## config.mk

```make
export PLATFORM = sky130hd
export DESIGN_NAME = stream_frame_monitor_flat
export DESIGN_NICKNAME = d
export VERILOG_FILES = /design/src/rtl/stream_frame_monitor_if.sv /design/src/rtl/stream_frame_monitor.sv /design/src/flat_wrapper.sv
export SDC_FILE = /design/constraint.sdc
export NUM_CORES = 1
export LEC_CHECK = 0
export CAP_MARGIN = 10
export CORE_UTILIZATION = 55
export DETAILED_ROUTE_END_ITERATION = 6
export GPL_TIMING_DRIVEN = 0
export PLACE_DENSITY = 0.83
export SLEW_MARGIN = 20
export SYNTH_ARGS = -nofsm -noshare
export SYNTH_HDL_FRONTEND = slang
export SYNTH_SLANG_ARGS = --single-unit
```

## constraint.sdc

```tcl
create_clock -name clock_i -period 5.8 [get_ports clock_i]
set_clock_uncertainty 0.1 [all_clocks]
set_input_delay 1.45 -clock clock_i [delete_from_list [all_inputs] [get_ports clock_i]]
set_output_delay 1.45 -clock clock_i [all_outputs]
set_load 0.01 [all_outputs]
```

## src/rtl/stream_frame_monitor_if.sv

```systemverilog
`default_nettype none
// ============================================================================
// stream_frame_monitor_if : AXI4-Stream pixel bus (valid/ready/data/last)
// Rev 1.0
// ============================================================================
interface stream_frame_monitor_if #(
    parameter int DATA_W = 24
) ();
    logic              valid;
    logic              ready;
    logic [DATA_W-1:0] data;
    logic              last;

    modport master (output valid, output data, output last, input ready);
    modport slave  (input valid, input data, input last, output ready);
endinterface
`default_nettype wire

```

## src/rtl/stream_frame_monitor.sv

```systemverilog
`default_nettype none
// ============================================================================
// stream_frame_monitor : AXI4-Stream video sink with checksum and TLAST checks
// Rev 1.0
// ============================================================================
module stream_frame_monitor #(
    parameter int WIDTH        = 640,
    parameter int HEIGHT       = 480,
    parameter int CHANNELS     = 3,
    parameter int CHANNEL_BITS = 8,
    parameter int NUM_FRAMES   = 1,
    parameter int STALL_MODE   = 0,
    parameter int STALL_PERIOD = 4
) (
    input  wire logic              clock_i,
    input  wire logic              reset_ni,
    input  wire logic              enable_i,
    stream_frame_monitor_if.slave  slave,
    output logic                   frame_done_o,
    output logic [31:0]            checksum_o,
    output logic [15:0]            frame_count_o,
    output logic [15:0]            error_count_o,
    output logic                   error_last_o,
    output logic                   finished_o
);
    localparam int DATA_W = CHANNELS * CHANNEL_BITS;
    localparam int COL_W  = (WIDTH  > 1) ? $clog2(WIDTH)  : 1;
    localparam int ROW_W  = (HEIGHT > 1) ? $clog2(HEIGHT) : 1;
    localparam int CYC_W  = (STALL_PERIOD > 1) ? $clog2(STALL_PERIOD) : 1;

    if (DATA_W > 32) begin : g_width_check
        $error("stream_frame_monitor: CHANNELS*CHANNEL_BITS must not exceed 32");
    end

    typedef enum logic [1:0] {
        IDLE = 2'd0,
        RUN  = 2'd1,
        DONE = 2'd2
    } state_t;

    state_t             state;
    logic               ready_reg;
    logic [COL_W-1:0]   col;
    logic [ROW_W-1:0]   row;
    logic [31:0]        sum;
    logic [CYC_W-1:0]   cyc;
    logic [15:0]        lfsr;

    logic               xfer;
    logic               frame_end;
    logic               hits_target;
    logic [31:0]        sum_next;
    logic [CYC_W-1:0]   cyc_next;
    logic [15:0]        lfsr_next;
    logic               stall_ok;

    assign slave.ready = ready_reg;

    // Stall sources only advance in RUN; ready is registered from their next-cycle value.
    always_comb begin
        xfer        = slave.valid & ready_reg;
        frame_end   = (row == ROW_W'(HEIGHT - 1)) && (col == COL_W'(WIDTH - 1));
        sum_next    = {sum[30:0], sum[31]} + 32'(slave.data);
        hits_target = (NUM_FRAMES != 0) && ((frame_count_o + 16'd1) == 16'(NUM_FRAMES));
        cyc_next    = cyc;
        lfsr_next   = lfsr;
        if (state == RUN) begin
            cyc_next  = (cyc == CYC_W'(STALL_PERIOD - 1)) ? '0 : cyc + CYC_W'(1);
            lfsr_next = {lfsr[14:0], lfsr[15] ^ lfsr[13] ^ lfsr[12] ^ lfsr[10]};
        end
        if (STALL_MODE == 1) begin
            stall_ok = (cyc_next != CYC_W'(STALL_PERIOD - 1));
        end else if (STALL_MODE == 2) begin
            stall_ok = lfsr_next[0];
        end else begin
            stall_ok = 1'b1;
        end
    end

    always_ff @(posedge clock_i) begin
        if (!reset_ni) begin
            state         <= IDLE;
            ready_reg     <= 1'b0;
            col           <= '0;
            row           <= '0;
            sum           <= '0;
            cyc           <= '0;
            lfsr          <= 16'hACE1;
            frame_done_o  <= 1'b0;
            checksum_o    <= '0;
            frame_count_o <= '0;
            error_count_o <= '0;
            error_last_o  <= 1'b0;
            finished_o    <= 1'b0;
        end else begin
            cyc          <= cyc_next;
            lfsr         <= lfsr_next;
            frame_done_o <= 1'b0;

            case (state)
                IDLE: begin
                    if (enable_i) begin
                        state     <= RUN;
                        ready_reg <= stall_ok;
                    end else begin
                        ready_reg <= 1'b0;
                    end
                end
                RUN: begin
                    if (xfer && frame_end && hits_target) begin
                        state      <= DONE;
                        ready_reg  <= 1'b0;
                        finished_o <= 1'b1;
                    end else if (!enable_i) begin
                        state     <= IDLE;
                        ready_reg <= 1'b0;
                    end else begin
                        ready_reg <= stall_ok;
                    end
                end
                DONE: begin
                    ready_reg <= 1'b0;
                end
                default: begin
                    state     <= IDLE;
                    ready_reg <= 1'b0;
                end
            endcase

            // Framing comes from the counters alone, so a bad TLAST never shifts frame boundaries.
            if (xfer) begin
                if (frame_end) begin
                    checksum_o    <= sum_next;
                    sum           <= '0;
                    frame_count_o <= frame_count_o + 16'd1;
                    frame_done_o  <= 1'b1;
                    col           <= '0;
                    row           <= '0;
                end else begin
                    sum <= sum_next;
                    if (col == COL_W'(WIDTH - 1)) begin
                        col <= '0;
                        row <= row + ROW_W'(1);
                    end else begin
                        col <= col + COL_W'(1);
                    end
                end
                if (slave.last != frame_end) begin
                    error_last_o <= 1'b1;
                    if (error_count_o != 16'hFFFF) begin
                        error_count_o <= error_count_o + 16'd1;
                    end
                end
            end
        end
    end
endmodule
`default_nettype wire

```

## src/flat_wrapper.sv

```systemverilog
// flat-port wrapper written by rule: the top's interface ports become plain ports
module stream_frame_monitor_flat 
#(
    parameter int WIDTH        = 640,
    parameter int HEIGHT       = 480,
    parameter int CHANNELS     = 3,
    parameter int CHANNEL_BITS = 8,
    parameter int NUM_FRAMES   = 1,
    parameter int STALL_MODE   = 0,
    parameter int STALL_PERIOD = 4
)
  (clock_i, reset_ni, enable_i, frame_done_o, checksum_o, frame_count_o, error_count_o, error_last_o, finished_o, slave_valid, slave_data, slave_last, slave_ready);
  stream_frame_monitor_if #(.DATA_W(24)) slave_i ();
  input  wire logic clock_i;
  input  wire logic reset_ni;
  input  wire logic enable_i;
  output logic frame_done_o;
  output logic [31:0] checksum_o;
  output logic [15:0] frame_count_o;
  output logic [15:0] error_count_o;
  output logic error_last_o;
  output logic finished_o;
  input wire logic [$bits(slave_i.valid)-1:0] slave_valid;
  input wire logic [$bits(slave_i.data)-1:0] slave_data;
  input wire logic [$bits(slave_i.last)-1:0] slave_last;
  output wire logic [$bits(slave_i.ready)-1:0] slave_ready;
  assign slave_i.valid = slave_valid;
  assign slave_i.data = slave_data;
  assign slave_i.last = slave_last;
  assign slave_ready = slave_i.ready;
  stream_frame_monitor #(.WIDTH(WIDTH), .HEIGHT(HEIGHT), .CHANNELS(CHANNELS), .CHANNEL_BITS(CHANNEL_BITS), .NUM_FRAMES(NUM_FRAMES), .STALL_MODE(STALL_MODE), .STALL_PERIOD(STALL_PERIOD)) u_core (.clock_i(clock_i), .reset_ni(reset_ni), .enable_i(enable_i), .slave(slave_i), .frame_done_o(frame_done_o), .checksum_o(checksum_o), .frame_count_o(frame_count_o), .error_count_o(error_count_o), .error_last_o(error_last_o), .finished_o(finished_o));
endmodule
```

==> flow_summary.json <==
{
  "hold_buffers": 0,
  "layout_top_cells": "dfxtp_1 (121), nand2_1 (104), clkdlybuf4s50_1 (95), nor2_1 (86), a21oi_1 (58)",
  "row_count": 38,
  "io_pins": 97,
  "status": "completed",
  "ys_seq_frac": 0.390,
  "yosys-top-cells-count": "dfxtp_1 (121), nand2_1 (104), nor2_1 (86), a21oi_1 (58), xor2_1 (44)",
  "cts_root_buffer": "clkbuf_16",
  "buffer_area_frac": 0.141,
  "yosys_most_used_dff": "dfxtp_1",
  "comb_area_sq_um": 3570,
  "cts_setup_buffers": 0,
  "clock.latency.late_pin_ns": 0.43,
  "place_area_sq_um": 7330,
  "clock_path_buffers": 2,
  "drt_iter0_drc": 477,
  "synth_flops": 121,
  "synth_cell_type_count": 64,
  "clock_buffers": 21,
  "ys_cells": 757,
  "synth.avg_cell_area_sq_um": 8.20,
  "finalSetupTns_ns": 0,
  "r2r-end": "u_core.error_count_o[15]",
  "worstSetupStartpoint": "slave_data[0]",
  "area_leaders": "dfxtp_1 (39%), nand2_1 (6.3%), xor2_1 (6.2%)",
  "hp-start": "u_core.checksum_o[17]",
  "reg_top3": "u_core.checksum_o: 32 flops, u_core.sum: 32 flops",
  "portBuffers": 95,
  "ys_warn_count": 0,
  "vdd_drop_max_v": 0.000248,
  "numCtsBuffers": 17,
  "pwr_density_cell_nw_per_um2": 270,
  "critPathCapture": "u_core.checksum_o[30]",
  "dp_cells": 992,
  "layout.nets": 930,
  "clkTransAtPathRegs_ns": 0.06,
  "netSwitchingPower_mw": 0.497,
  "top_area_frac": 0.390,
  "pwr-share-clk": 0.531,
  "num-multi-input-gates": 585,
  "core_sq_um": 10900,
  "place_ws_ns": 1.23,
  "grt_max_degree": 17,
  "taps": 140,
  "grt_pass1_wl_um": 27000,
  "comb_power_share": 0.076,
  "largest_area_cell": "dfxtp_1",
  "synth-area-yosys_sq_um": 6210,
  "fp.dieArea_sq_um": 11700,
  "max_freq_ghz": 0.232,
  "regArea_sq_um": 2420,
  "utilization": 0.729,
  "warnings": 27,
  "layout.cells.most_common": "dfxtp_1",
  "min_path_cells": 2,
  "whs_ns": 0.349,
  "dieHeight_um": 108,
  "hpwl_um": 12000,
  "cts.htree.levels": 4,
  "cts_sinks": 121,
  "syn-num-nets": 816,
  "critPathMaxStageDelay_ns": 0.48,
  "r2r_setup_slack_ns": 2.57,
  "tightest_slew_ns": 0.839,
  "critPathLaunchType": "primary input",
  "drc": 0,
  "crit_top_cell": "a21oi_1",
  "hold_path.class": "reg2reg",
  "cts_resized": 0,
  "min_to": "u_core.checksum_o[17]",
  "slew_violations": 0,
  "vias": 6068,
  "die_w_um": 108,
  "layout_setup_ws_ns": 1.49,
  "floorplan.core_util": 0.568,
  "clk_share": 0.0801,
  "arrival_ns": 4.50,
  "period_minus_slack_ns": 4.31,
  "power_mw": 2.15,
  "hold_viol_final": 0,
  "most_common_cell": "dfxtp_1",
  "first_global_vias": 5715,
  "crit_required_ns": 5.99,
  "seq-cell-share": 0.304,
  "stdcell_count": 1024,
  "cp_max_fo": 3,
  "p_leak_nw": 3.00,
  "endpoint_kind": "flop",
  "area_dominant_class": "logic gates",
  "finish.instance_area_sq_um": 7970,
  "rsz0062_at_grt": "no",
  "intPower_mw": 1.66,
  "overflow": 0,
  "drt-total-wl_um": 16900,
  "edf_count": 0,
  "crit_chain": "clkdlybuf4s50_1, ha_1, fa_1, a21oi_1, o22ai_1, o31a_1, a211oi_1, o21ai_1, o21ai_0, xor2_1, a21oi_1",
  "crit_buf_inv": 1,
  "path_class": "in2reg",
  "netSwitchingFraction": 0.231,
  "place_congestion": 0.958,
  "num-nonclk-inverters": 11,
  "antenna_cells": 0,
  "drive_above_1_share": 0.0520,
  "postSynthCellCount": 757,
  "track_usage": 0.298,
  "vias_per_cell": 5.93,
  "async_flop_share": 0,
  "cts_tree": "built",
  "n_all_buffers": 135,
  "antenna_left": 0,
  "reg2reg_from": "u_core.row[0]",
  "worst-r2r-cell-count": 9,
  "n_fill_cell": 829,
  "finalCritPeriodShare": 0.743,
  "firstDrtPassIters": 5,
  "antenna_found_initial": 0,
  "seqPwrFrac": 0.393,
  "final-setup-viol-count": 0,
  "slew-limit-headroom": 0.439,
  "area_growth_pct": 28.4,
  "maxCapViolations": 0,
  "slowest_stage": "a211oi_1",
  "comb_area_frac": 0.448,
  "cp_top_family": "AND-OR/OR-AND gates"
}
## kinds of logic (layout without fill, tap and decap cells)
family                     Yosys count  after routing  synth area share
AOI/OAI and AO/OA                  176            176             0.178
xor gates and xnor gates            71             71             0.100
adders and majority gates           30             30            0.0617
buffers and inverters               51            178            0.0341
DFF                                121            121             0.390
muxes                                4              4           0.00685
and+or+nand+nor                    304            304             0.229
## power groups by stage
stage                     logic, mW  clock network (mW)  registers, mW
after global placement        0.154                   0          0.864
after global routing          0.179                1.19          0.847
after CTS                     0.161                1.15          0.847
after floorplan               0.106                   0          0.863
final                         0.165                1.14          0.847
after detailed placement      0.159                   0          0.864
## metal layers
layer	vias up	wire, um	track usage
met5	-	0	0
met4	0	354	0.122
met3	35	886	0.0784
met2	197	8170	0.492
met1	2929	7450	0.367
li1	2907	-	-
==> images/floorplan.png <==
Pins as bars on the die edge.
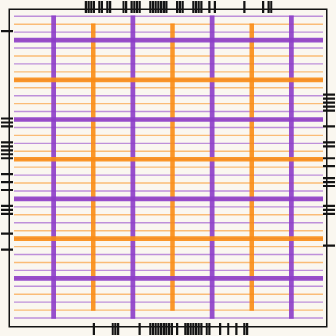
Key: orange = VDD; purple = VSS
39 met1 rails follow the rows. 7 straps on met4. 97 signal pins sit on the boundary. 7 straps on met5.

==> images/layers.png <==
Two of the layers only.
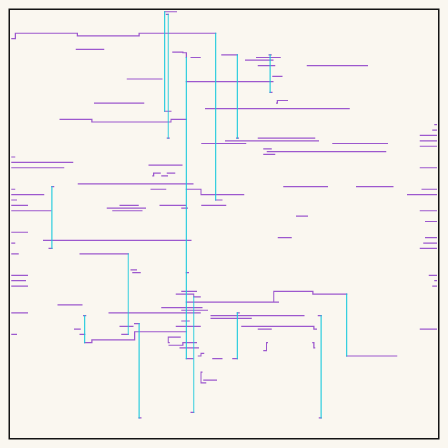
Key: purple = M3 [wire length 886 um]; cyan = M4 [wire length 354 um]

Power and IR drop assume default switching activity.
